Fig. 1: met1 routing
Scale bar: 20 µm. Cells faint in the background.
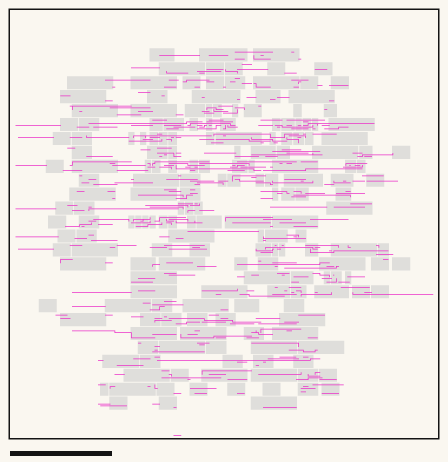
Fig. 2: signal wires on met2
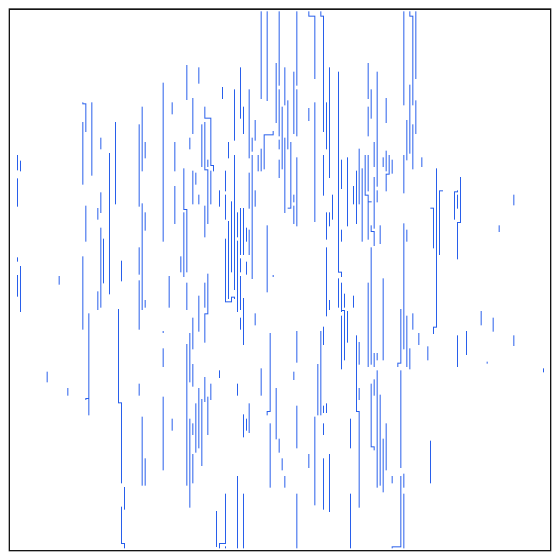
$ cat config.mk
export PLATFORM = sky130hd
export DESIGN_NAME = spi_responder_flat
export DESIGN_NICKNAME = d
export VERILOG_FILES = /design/src/rtl/spi_responder_pkg.sv /design/src/rtl/spi_responder_if.sv /design/src/rtl/spi_pin_sync.sv /design/src/rtl/spi_responder.sv /design/src/flat_wrapper.sv
export SDC_FILE = /design/constraint.sdc
export NUM_CORES = 1
export LEC_CHECK = 0
export CORE_MARGIN = 5
export CORE_UTILIZATION = 37
export CTS_BUF_LIST = sky130_fd_sc_hd__clkbuf_2 sky130_fd_sc_hd__clkbuf_4 sky130_fd_sc_hd__clkbuf_8
export DETAILED_ROUTE_END_ITERATION = 7
export GPL_TIMING_DRIVEN = 0
export PLACE_DENSITY = 0.63
export SLEW_MARGIN = 0
export SYNTH_ARGS = -nofsm -noshare
export SYNTH_HDL_FRONTEND = slang
export SYNTH_SLANG_ARGS = --single-unit
$ cat constraint.sdc
create_clock -name CLK -period 2.45 [get_ports CLK]
set_input_delay 0.245 -clock CLK [delete_from_list [all_inputs] [get_ports CLK]]
set_output_delay 0.245 -clock CLK [all_outputs]
set_load 0.02 [all_outputs]
$ cat src/rtl/spi_responder_pkg.sv
// Shared types and constants for the SPI responder slice.
package spi_responder_pkg;

  localparam int BYTE_W = 8;
  localparam logic [BYTE_W-1:0] FILL_DEFAULT = 8'hFF;

  typedef enum logic {
    ST_IDLE     = 1'b0,
    ST_SELECTED = 1'b1
  } state_t;

endpackage

$ cat src/rtl/spi_responder_if.sv
// Local-side byte exchange between the SPI responder (slave) and the logic it serves (master).
interface spi_responder_if;
  import spi_responder_pkg::*;

  // Handshakes: a byte moves on the posedge where VALID and READY are both high;
  // the VALID side holds its data stable until then, and READY never waits on VALID.
  logic [BYTE_W-1:0] TX_DATA;
  logic              TX_VALID;
  logic              TX_READY;
  logic [BYTE_W-1:0] RX_DATA;
  logic              RX_VALID;
  logic              RX_READY;
  logic              OVERRUN;
  logic              CLR_OVR;
  logic              FRAME_ERR;
  logic              BUSY;
  state_t            state_dbg;

  modport slave (
    input  TX_DATA, TX_VALID, RX_READY, CLR_OVR,
    output TX_READY, RX_DATA, RX_VALID, OVERRUN, FRAME_ERR, BUSY, state_dbg
  );

  modport master (
    output TX_DATA, TX_VALID, RX_READY, CLR_OVR,
    input  TX_READY, RX_DATA, RX_VALID, OVERRUN, FRAME_ERR, BUSY, state_dbg
  );

endinterface

$ cat src/rtl/spi_pin_sync.sv
// Multi-stage synchronizer for one asynchronous pin, with single-cycle rise/fall pulses.
module spi_pin_sync #(
  parameter int   STAGES  = 2,
  parameter logic RST_VAL = 1'b0
) (
  input  logic clk,
  input  logic rst_n,
  input  logic din,
  output logic level,
  output logic rise,
  output logic fall
);

  logic [STAGES-1:0] chain;
  logic              dly;

  always_ff @(posedge clk or negedge rst_n) begin
    if (!rst_n) begin
      chain <= {STAGES{RST_VAL}};
      dly   <= RST_VAL;
    end else begin
      chain <= {chain[STAGES-2:0], din};
      dly   <= chain[STAGES-1];
    end
  end

  assign level = chain[STAGES-1];
  assign rise  = chain[STAGES-1] & ~dly;
  assign fall  = ~chain[STAGES-1] & dly;

endmodule

$ cat src/rtl/spi_responder.sv
// SPI CPHA=0 responder: oversampled pins, byte-wide valid/ready exchange with local logic.
// Define SPI_RX_FIFO_EN to buffer received bytes in an RX_FIFO_DEPTH-entry FIFO.
module spi_responder
  import spi_responder_pkg::*;
#(
  parameter int                SYNC_STAGES   = 2,
  parameter logic [BYTE_W-1:0] FILL          = FILL_DEFAULT,
  parameter int                RX_FIFO_DEPTH = 4
) (
  input  logic CLK,
  input  logic nRESET,
  input  logic SCK,
  input  logic MOSI,
  input  logic nSS,
  input  logic CPOL,
  output logic MISO,
  output logic MISO_OE,
  spi_responder_if.slave bus
);

  logic sck_rise, sck_fall, nss_rise, nss_fall, mosi_s;
  logic sck_level_unused, nss_level_unused, mosi_rise_unused, mosi_fall_unused;

  spi_pin_sync #(.STAGES(SYNC_STAGES), .RST_VAL(1'b0)) u_sync_sck (
    .clk(CLK), .rst_n(nRESET), .din(SCK),
    .level(sck_level_unused), .rise(sck_rise), .fall(sck_fall)
  );

  // Resetting the nSS chain low means a select already asserted at release yields no falling edge.
  spi_pin_sync #(.STAGES(SYNC_STAGES), .RST_VAL(1'b0)) u_sync_nss (
    .clk(CLK), .rst_n(nRESET), .din(nSS),
    .level(nss_level_unused), .rise(nss_rise), .fall(nss_fall)
  );

  spi_pin_sync #(.STAGES(SYNC_STAGES), .RST_VAL(1'b0)) u_sync_mosi (
    .clk(CLK), .rst_n(nRESET), .din(MOSI),
    .level(mosi_s), .rise(mosi_rise_unused), .fall(mosi_fall_unused)
  );

  state_t            state;
  logic [2:0]        bitcnt;
  logic [BYTE_W-2:0] rxsh;
  logic [BYTE_W-2:0] tx_rest;
  logic [BYTE_W-1:0] tx_hold, tx_load, rx_byte;
  logic sample_edge, shift_edge, active, load_ev, byte_done;
  logic tx_accept, tx_consume, rx_pop, ovr_set;

  always_comb begin
    sample_edge = CPOL ? sck_fall : sck_rise;
    shift_edge  = CPOL ? sck_rise : sck_fall;
    active      = (state == ST_SELECTED) && !nss_rise;
    load_ev     = ((state == ST_IDLE) && nss_fall) ||
                  (active && shift_edge && (bitcnt == 3'd0));
    byte_done   = active && sample_edge && (bitcnt == 3'd7);
    tx_load     = bus.TX_READY ? FILL : tx_hold;
    tx_accept   = bus.TX_VALID && bus.TX_READY;
    tx_consume  = load_ev && !bus.TX_READY;
    rx_byte     = {rxsh, mosi_s};
    rx_pop      = bus.RX_VALID && bus.RX_READY;
  end

  // MISO is the top bit of the TX shifter; tx_rest holds the bits still to go.
  always_ff @(posedge CLK or negedge nRESET) begin
    if (!nRESET) begin
      state         <= ST_IDLE;
      bitcnt        <= 3'd0;
      rxsh          <= '0;
      tx_rest       <= '0;
      MISO          <= 1'b1;
      MISO_OE       <= 1'b0;
      bus.BUSY      <= 1'b0;
      bus.FRAME_ERR <= 1'b0;
    end else begin
      bus.FRAME_ERR <= 1'b0;
      case (state)
        ST_IDLE: begin
          if (nss_fall) begin
            state    <= ST_SELECTED;
            bitcnt   <= 3'd0;
            MISO     <= tx_load[BYTE_W-1];
            tx_rest  <= tx_load[BYTE_W-2:0];
            MISO_OE  <= 1'b1;
            bus.BUSY <= 1'b1;
          end
        end
        ST_SELECTED: begin
          if (nss_rise) begin
            state         <= ST_IDLE;
            bus.FRAME_ERR <= (bitcnt != 3'd0);
            bitcnt        <= 3'd0;
            MISO          <= 1'b1;
            MISO_OE       <= 1'b0;
            bus.BUSY      <= 1'b0;
          end else if (sample_edge) begin
            rxsh   <= rx_byte[BYTE_W-2:0];
            bitcnt <= bitcnt + 3'd1;
          end else if (shift_edge) begin
            if (bitcnt == 3'd0) begin
              MISO    <= tx_load[BYTE_W-1];
              tx_rest <= tx_load[BYTE_W-2:0];
            end else begin
              MISO    <= tx_rest[BYTE_W-2];
              tx_rest <= {tx_rest[BYTE_W-3:0], 1'b0};
            end
          end
        end
        default: state <= ST_IDLE;
      endcase
    end
  end

  assign bus.state_dbg = state;

  // TX_READY doubles as "holding register empty", so accept and consume are exclusive.
  always_ff @(posedge CLK or negedge nRESET) begin
    if (!nRESET) begin
      bus.TX_READY <= 1'b1;
      tx_hold      <= '0;
    end else if (tx_accept) begin
      bus.TX_READY <= 1'b0;
      tx_hold      <= bus.TX_DATA;
    end else if (tx_consume) begin
      bus.TX_READY <= 1'b1;
    end
  end

`ifdef SPI_RX_FIFO_EN
  localparam int AW = (RX_FIFO_DEPTH > 1) ? $clog2(RX_FIFO_DEPTH) : 1;
  localparam logic [AW:0] PTR_ONE  = {{AW{1'b0}}, 1'b1};
  localparam logic [AW:0] FULL_XOR = {1'b1, {AW{1'b0}}};

  logic [BYTE_W-1:0] rx_mem [RX_FIFO_DEPTH];
  logic [AW:0]       wptr, rptr;
  logic              fifo_full, push;

  assign fifo_full    = (wptr ^ rptr) == FULL_XOR;
  assign push         = byte_done && (!fifo_full || rx_pop);
  assign ovr_set      = byte_done && !push;
  assign bus.RX_VALID = (wptr != rptr);
  assign bus.RX_DATA  = rx_mem[rptr[AW-1:0]];

  // The FIFO survives deselect; only reset empties it.
  always_ff @(posedge CLK or negedge nRESET) begin
    if (!nRESET) begin
      wptr <= '0;
      rptr <= '0;
      for (int i = 0; i < RX_FIFO_DEPTH; i++) rx_mem[i] <= '0;
    end else begin
      if (push) begin
        rx_mem[wptr[AW-1:0]] <= rx_byte;
        wptr                 <= wptr + PTR_ONE;
      end
      if (rx_pop) rptr <= rptr + PTR_ONE;
    end
  end
`else
  localparam int rx_fifo_depth_unused = RX_FIFO_DEPTH;

  assign ovr_set = byte_done && bus.RX_VALID && !bus.RX_READY;

  always_ff @(posedge CLK or negedge nRESET) begin
    if (!nRESET) begin
      bus.RX_DATA  <= '0;
      bus.RX_VALID <= 1'b0;
    end else if (byte_done && !ovr_set) begin
      bus.RX_DATA  <= rx_byte;
      bus.RX_VALID <= 1'b1;
    end else if (rx_pop) begin
      bus.RX_VALID <= 1'b0;
    end
  end
`endif

  always_ff @(posedge CLK or negedge nRESET) begin
    if (!nRESET)           bus.OVERRUN <= 1'b0;
    else if (ovr_set)      bus.OVERRUN <= 1'b1;
    else if (bus.CLR_OVR)  bus.OVERRUN <= 1'b0;
  end

endmodule

$ cat src/flat_wrapper.sv
// flat-port wrapper written by rule: the top's interface ports become plain ports
module spi_responder_flat import spi_responder_pkg::*;
#(
  parameter int                SYNC_STAGES   = 2,
  parameter logic [BYTE_W-1:0] FILL          = FILL_DEFAULT,
  parameter int                RX_FIFO_DEPTH = 4
)
  (CLK, nRESET, SCK, MOSI, nSS, CPOL, MISO, MISO_OE, bus_TX_DATA, bus_TX_VALID, bus_RX_READY, bus_CLR_OVR, bus_TX_READY, bus_RX_DATA, bus_RX_VALID, bus_OVERRUN, bus_FRAME_ERR, bus_BUSY, bus_state_dbg);
  spi_responder_if bus_i ();
  input  logic CLK;
  input  logic nRESET;
  input  logic SCK;
  input  logic MOSI;
  input  logic nSS;
  input  logic CPOL;
  output logic MISO;
  output logic MISO_OE;
  input wire logic [$bits(bus_i.TX_DATA)-1:0] bus_TX_DATA;
  input wire logic [$bits(bus_i.TX_VALID)-1:0] bus_TX_VALID;
  input wire logic [$bits(bus_i.RX_READY)-1:0] bus_RX_READY;
  input wire logic [$bits(bus_i.CLR_OVR)-1:0] bus_CLR_OVR;
  output wire logic [$bits(bus_i.TX_READY)-1:0] bus_TX_READY;
  output wire logic [$bits(bus_i.RX_DATA)-1:0] bus_RX_DATA;
  output wire logic [$bits(bus_i.RX_VALID)-1:0] bus_RX_VALID;
  output wire logic [$bits(bus_i.OVERRUN)-1:0] bus_OVERRUN;
  output wire logic [$bits(bus_i.FRAME_ERR)-1:0] bus_FRAME_ERR;
  output wire logic [$bits(bus_i.BUSY)-1:0] bus_BUSY;
  output wire logic [$bits(bus_i.state_dbg)-1:0] bus_state_dbg;
  assign bus_i.TX_DATA = bus_TX_DATA;
  assign bus_i.TX_VALID = bus_TX_VALID;
  assign bus_i.RX_READY = bus_RX_READY;
  assign bus_i.CLR_OVR = bus_CLR_OVR;
  assign bus_TX_READY = bus_i.TX_READY;
  assign bus_RX_DATA = bus_i.RX_DATA;
  assign bus_RX_VALID = bus_i.RX_VALID;
  assign bus_OVERRUN = bus_i.OVERRUN;
  assign bus_FRAME_ERR = bus_i.FRAME_ERR;
  assign bus_BUSY = bus_i.BUSY;
  assign bus_state_dbg = bus_i.state_dbg;
  spi_responder #(.SYNC_STAGES(SYNC_STAGES), .FILL(FILL), .RX_FIFO_DEPTH(RX_FIFO_DEPTH)) u_core (.CLK(CLK), .nRESET(nRESET), .SCK(SCK), .MOSI(MOSI), .nSS(nSS), .CPOL(CPOL), .MISO(MISO), .MISO_OE(MISO_OE), .bus(bus_i));
endmodule
==> impl_metrics.py <==
# Physical implementation metrics
metrics = {
    "global_route": {
        "grt_overflow": 0,
        "grt_pass1_wl_mm": 6.40,
        "grt_max_degree": 29,
    },
    "timing": {
        "rsz0062_at_grt": "false",
        "drv_slew": 0,
        "worstMarginPinSlew_ns": 0.498,
        "finClkSkew_ns": 0.00320,
        "period_used_pct": 78.4,
        "final-hold-violation-count": 0,
    },
    "setup_path": {
        "r2r-start": "u_core.bitcnt[0]$_DFFE_PN0P_",
        "path_max_fanout": 10,
        "cpLargestDelayFamily": "simple AND/OR/NAND/NOR gates",
        "worst_ep_required_time_ns": 2.63,
        "cp.depth": 7,
        "startpoint": "u_core.bitcnt[0]$_DFFE_PN0P_",
        "cp_num_buf_inv": 2,
        "end_kind": "register",
    },
    "placement": {
        "placed_cells": 254,
        "hpwlAfterDp_mm": 2.68,
        "post-place-ws_ns": 0.255,
        "postPlaceCellArea_um2": 2420,
    },
    "yosys": {
        "yosys_warnings": 0,
        "netlist_instances": 151,
        "synthArstFlopShare_pct": 100,
        "ys_ff": 48,
        "ys_seq_share_pct": 60.1,
        "enable_flop_cells": 0,
        "ys_sh_simple_pct": 9.31,
        "ys_area_um2": 2000,
        "post-synth-top-count-cell": "dfrtp_1",
        "ff_type": "dfrtp_1",
    },
    "floorplan": {
        "n_tap_cell": 70,
        "ios": 33,
        "fp_util_pct": 38.7,
        "die_x_um": 83.6,
        "die_h_um": 83.6,
        "core-area_um2": 5170,
    },
    "final_layout": {
        "buf_share_pct": 14.8,
        "sh_comb_area_pct": 29.5,
        "fin_cells": 263,
        "fillers": 463,
        "comb_area_um2": 747,
        "layout.cells.most_common": "dfrtp_1",
        "fin_nets": 212,
        "reg.largest.list": "u_core.bus.RX_DATA (8), u_core.tx_hold (8)",
        "drive_gt1_share_pct": 25.9,
        "n_antenna_cell": 0,
        "mostFrequentLayoutCells": "dfrtp_1 (46), mux2_2 (32), clkdlybuf4s50_1 (31)",
    },
    "clock_tree": {
        "cts-resized-gates": 0,
        "cts_tree": "built",
        "clock-sinks": 48,
        "cts_buffers": 5,
    },
    "outcome": {
        "status": "finished, final reports clean",
    },
    "power_and_ir_drop": {
        "pwr-share-clk_pct": 22.4,
        "p_int_mw": 1.58,
        "totalPowerFinal_mw": 2.20,
    },
    "drt": {
        "met2_length_mm": 1.75,
        "wire_per_inst_um": 13.3,
    },
    "hold_path": {
        "whs_path_depth": 0,
        "hold_class": "register to register",
    },
}
## Picture notes: Fig. 1
wire length on this layer: 1560 µm
main direction: horizontal
longest straight run: 29.9 µm
share of all routed wire: 44%
nets with wire on the layer: 194
vias post-DR: 1252
grt met1 use: 14.2%
WL final: 3.51 mm

## Picture notes: Fig. 2
main direction: vertical
share of all routed wire: 50%
longest straight run: 30.9 µm
wire length on this layer: 1750 µm
nets with wire on the layer: 182
met2 Use GR: 17.9%

No activity file was given, so power comes from the tool's default toggle rates.
